placement_by_type.png
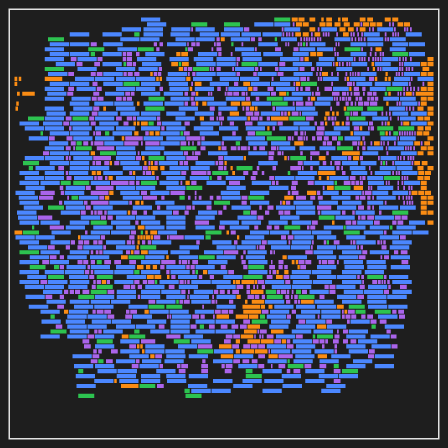
cell_density.png
The die is cut into 24 by 24 equal tiles; black is low, pale yellow is high, 0 to 100% covered.
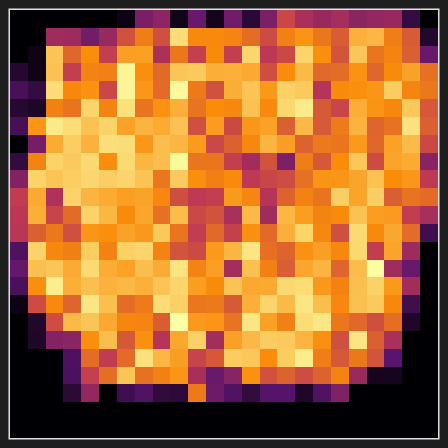
congestion.png
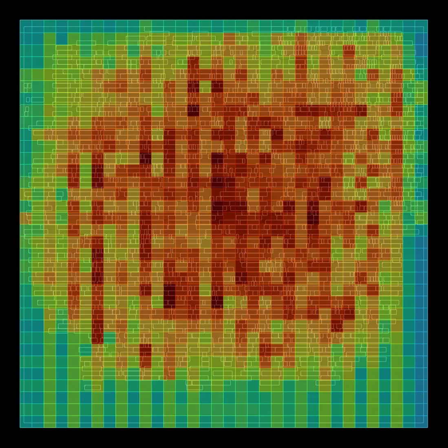
sizes.png
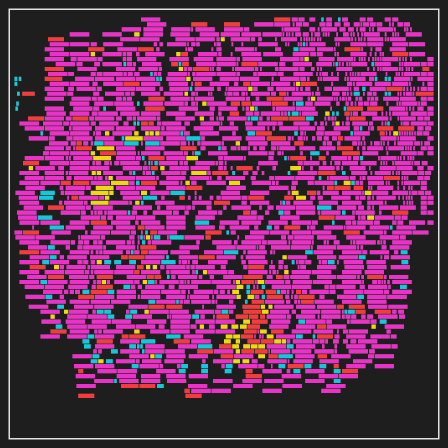
flops_by_reg.png
Other sequential cells in the stronger gray, the rest of the logic in the fainter gray.
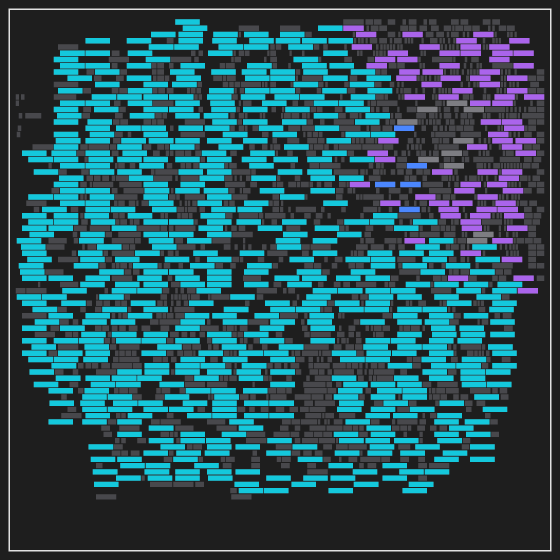
**src/rtl/conv_window_gen.sv**
```systemverilog
// conv_window_gen: raster-order pixel stream to KxK sliding-window generator.
// Keeps K-1 line buffers of IMG_WIDTH pixels and a KxK window register, and
// emits one window per accepted pixel once the window lies fully inside the
// frame (valid convolution, no padding). window_out feeds the multiplier's
// shift_in and window_valid feeds its out_en.
// Optional feature: define CONV_WIN_COUNT_EN to add the window_count output
// (windows emitted in the current frame, saturating at 16'hFFFF).
module conv_window_gen #(
  parameter int BITS        = 9,
  parameter int KERNEL_SIZE = 3,
  parameter int IMG_WIDTH   = 32,
  parameter int IMG_HEIGHT  = 32
) (
  input  logic                                    clk,
  input  logic                                    rst_n,
  input  logic                                    frame_start,
  input  logic                                    pixel_valid,
  input  logic [BITS-1:0]                         pixel_in,
  output logic [KERNEL_SIZE*KERNEL_SIZE*BITS-1:0] window_out,
  output logic                                    window_valid,
  output logic                                    frame_done,
  output logic                                    busy
`ifdef CONV_WIN_COUNT_EN
  ,
  output logic [15:0]                             window_count
`endif
);

  localparam int K  = KERNEL_SIZE;
  localparam int CW = $clog2(IMG_WIDTH);
  localparam int RW = $clog2(IMG_HEIGHT);

  localparam logic [CW-1:0] COL_FIRST = CW'(K - 1);
  localparam logic [CW-1:0] COL_LAST  = CW'(IMG_WIDTH - 1);
  localparam logic [RW-1:0] ROW_FIRST = RW'(K - 1);
  localparam logic [RW-1:0] ROW_LAST  = RW'(IMG_HEIGHT - 1);

  typedef enum logic [1:0] {
    ST_IDLE,
    ST_FILL,
    ST_STREAM
  } state_t;

  state_t          r_state;
  logic [RW-1:0]   r_row;
  logic [CW-1:0]   r_col;
  logic            r_window_valid;
  logic            r_frame_done;
  logic            r_busy;
  logic [BITS-1:0] r_win  [K][K];
  logic [BITS-1:0] r_line [K-1][IMG_WIDTH];

  logic            w_accept;
  logic            w_emit;
  logic            w_last;
  logic [RW-1:0]   w_row_eff;
  logic [CW-1:0]   w_col_eff;
  logic [RW-1:0]   w_row_next;
  logic [CW-1:0]   w_col_next;

  // Acceptance, effective position of this pixel (frame_start forces (0,0)) and the next position.
  // NOTE: every always_comb output gets a default first so no path leaves it unassigned (no latch).
  always_comb begin
    w_accept   = pixel_valid && (frame_start || (r_state != ST_IDLE));
    w_row_eff  = frame_start ? '0 : r_row;
    w_col_eff  = frame_start ? '0 : r_col;
    w_last     = !frame_start && (w_row_eff == ROW_LAST) && (w_col_eff == COL_LAST);
    w_emit     = w_accept && (w_row_eff >= ROW_FIRST) && (w_col_eff >= COL_FIRST);
    w_row_next = w_row_eff;
    w_col_next = w_col_eff + 1'b1;
    if (w_col_eff == COL_LAST) begin
      w_col_next = '0;
      w_row_next = w_row_eff + 1'b1;
    end
  end

  // Frame FSM: state, raster counters and registered strobes.
  // NOTE: clocked state uses non-blocking assignments so every register samples pre-edge values.
  always_ff @(posedge clk or negedge rst_n) begin
    if (!rst_n) begin
      r_state        <= ST_IDLE;
      r_row          <= '0;
      r_col          <= '0;
      r_window_valid <= 1'b0;
      r_frame_done   <= 1'b0;
      r_busy         <= 1'b0;
    end else begin
      r_window_valid <= w_emit;
      r_frame_done   <= 1'b0;
      if (w_accept) begin
        if (w_last) begin
          r_state      <= ST_IDLE;
          r_row        <= '0;
          r_col        <= '0;
          r_frame_done <= 1'b1;
          r_busy       <= 1'b0;
        end else begin
          r_state <= (w_row_next >= ROW_FIRST) ? ST_STREAM : ST_FILL;
          r_row   <= w_row_next;
          r_col   <= w_col_next;
          r_busy  <= 1'b1;
        end
      end
    end
  end

  // Window register: shift every row left and load the new right column on each accepted pixel.
  always_ff @(posedge clk or negedge rst_n) begin
    if (!rst_n) begin
      for (int r = 0; r < K; r++) begin
        for (int c = 0; c < K; c++) begin
          r_win[r][c] <= '0;
        end
      end
    end else if (w_accept) begin
      for (int r = 0; r < K; r++) begin
        for (int c = 0; c < K - 1; c++) begin
          r_win[r][c] <= r_win[r][c+1];
        end
      end
      for (int r = 0; r < K - 1; r++) begin
        r_win[r][K-1] <= r_line[K-2-r][w_col_eff];
      end
      r_win[K-1][K-1] <= pixel_in;
    end
  end

  // Line buffers: newest row enters buffer 0, older rows cascade upward at the same column.
  // NOTE: line-buffer storage has no reset; stale contents are never emitted because emission is counter-gated.
  always_ff @(posedge clk) begin
    if (w_accept) begin
      r_line[0][w_col_eff] <= pixel_in;
      for (int i = 0; i < K - 2; i++) begin
        r_line[i+1][w_col_eff] <= r_line[i][w_col_eff];
      end
    end
  end

  // Pack the window: element (r,c) at [(r*K+c)*BITS +: BITS], r=0 top row, c=0 left column.
  always_comb begin
    window_out = '0;
    for (int r = 0; r < K; r++) begin
      for (int c = 0; c < K; c++) begin
        window_out[(r*K+c)*BITS +: BITS] = r_win[r][c];
      end
    end
  end

  assign window_valid = r_window_valid;
  assign frame_done   = r_frame_done;
  assign busy         = r_busy;

`ifdef CONV_WIN_COUNT_EN
  logic [15:0] r_window_count;

  // Windows emitted in the current frame; clears on accepted frame_start, saturates, holds after frame_done.
  always_ff @(posedge clk or negedge rst_n) begin
    if (!rst_n) begin
      r_window_count <= '0;
    end else if (pixel_valid && frame_start) begin
      r_window_count <= '0;
    end else if (w_emit && (r_window_count != 16'hFFFF)) begin
      r_window_count <= r_window_count + 16'd1;
    end
  end

  assign window_count = r_window_count;
`endif

endmodule

```
**config.mk**
```make
export PLATFORM = sky130hd
export DESIGN_NAME = conv_window_gen
export DESIGN_NICKNAME = d
export VERILOG_FILES = /design/src/rtl/conv_window_gen.sv
export SDC_FILE = /design/constraint.sdc
export NUM_CORES = 1
export LEC_CHECK = 0
export CAP_MARGIN = 40
export CORE_MARGIN = 2
export CORE_UTILIZATION = 50
export CTS_CLUSTER_DIAMETER = 40
export CTS_CLUSTER_SIZE = 16
export DETAILED_ROUTE_END_ITERATION = 12
export GPL_TIMING_DRIVEN = 0
export MAX_ROUTING_LAYER = met4
export PLACE_DENSITY = 0.77
export SLEW_MARGIN = 20
export SYNTH_ARGS = -nofsm -noshare
export SYNTH_HDL_FRONTEND = slang
export SYNTH_SLANG_ARGS = --single-unit
```
**constraint.sdc**
```tcl
create_clock -name clk -period 3.6 [get_ports clk]
set_clock_uncertainty 0.2 [all_clocks]
set_input_delay 0.72 -clock clk [delete_from_list [all_inputs] [get_ports clk]]
set_output_delay 0.72 -clock clk [all_outputs]
set_load 0.005 [all_outputs]
```
==> summary.txt <==
The layout was made with Yosys and OpenROAD.

The run finished, with violations left. The checks that failed: setup timing. The core utilization at floorplan is 0.507.

Clock latency on the worst-skew pair, taken at its later pin, is ~0.62 ns. Once layout is complete, the cells apart from fillers number around 2700. The H-tree was split into 3 levels. According to the cell report, flip-flops and latches in the layout number between 600 and 700. The first element of the critical path is r_col[3]. The flip-flop cell with the highest count after synthesis is edfxtp_1. The number of CTS-inserted buffers is around 76. The number of rows in the core area is approximately 84. The initial antenna violation count is 0.

Counting every sink on the clock net gives about 670. The hold violation count in the final report is 0. Per report_power, the Combinational row totals around 3200 uW. The most common cell in the synthesized netlist is edfxtp_1. The number of cells in the yosys synthesis report is 1717. The worst setup margin is -0.000781 ns. Measured on the final layout, the clock distribution area share stands at 0.0783. The via count of the first global-routing pass is between 15000 and 20000. The root buffer cell chosen for the clock tree is clkbuf_16. Once placement finished, the instance area stood at between 20000 and 30000 um2. STA classifies the critical path startpoint as a flop. The cell type that accounts for the most area after synthesis is edfxtp_1. The number of placed instances, taps included is 2538.

The average cell area after synthesis is 15.5 um2. At the pin with the least slew margin, the transition time is 0.942 ns. The internal portion of the total power is between 10000 and 15000 uW.

Of the total synthesized cell area, the portion taken by XOR and XNOR cells is 0.000984. Across every metal layer, demand over resource in global routing totals 0.298. The final-report setup violation count is 2. Measured against the total synthesized area, the mux share comes to 0.0685.
## Picture notes: placement_by_type.png
color	class	cells	share of their area
blue	flops	672	63%
purple	combinational and other logic	934	21%
orange	other buffers and delay cells	275	8.1%
green	clock drivers and dummy loads	140	8.0%

## Picture notes: cell_density.png
nearly empty tiles	15%
tiles over 75% full	38%
mean over tiles	57%
fullest tile	100%
densest ninth of the die	left middle

## Picture notes: congestion.png
GR Layer Usage met1: 0.388
busiest metal layer after global routing: met2
share of the core filled with cells: 0.615
met3 Usage GRT: 0.0710

## Picture notes: sizes.png
color	size	cells	most used
magenta	_0 and _1 cells	1593	edfxtp_1
red	_6 and larger	160	clkbuf_16
yellow	_3 and _4 cells	97	buf_4
cyan	_2 cells	171	mux2_2

## Picture notes: flops_by_reg.png
color	netlist name	placed flops
blue	r_col	5
cyan	r_line	576
purple	window_out	81
not colored	10

==> cell families after synthesis <==
logic type | count (synthesis)
flops | 672
simple gates | 436
compound gates | 317
mux | 153
buf+inv | 127
fa+ha+maj | 9
xor+xnor | 3
==> repair_timing <==
item                                    4_1_cts  5_1_grt
pin swaps                                    23        1
endpoints found under the setup margin      769      185
setup buffers                                27        1
resized                                      39       10
endpoints found under the hold margin        36        0
hold buffers                                  1        0
gates cloned                                  0        1
==> worst register-to-register path, stage by stage, from the launching register on <==
cell       delay, ns
dfrtp_1         0.60
nor2_1          0.23
a21oi_1         0.47
clkbuf_2        0.37
o221ai_1        0.32
a2111oi_4       0.42
buf_4           0.22
nand2_2         0.24
buf_8           0.25
Power figures rest on the tool's default switching activity, not on a simulated workload.
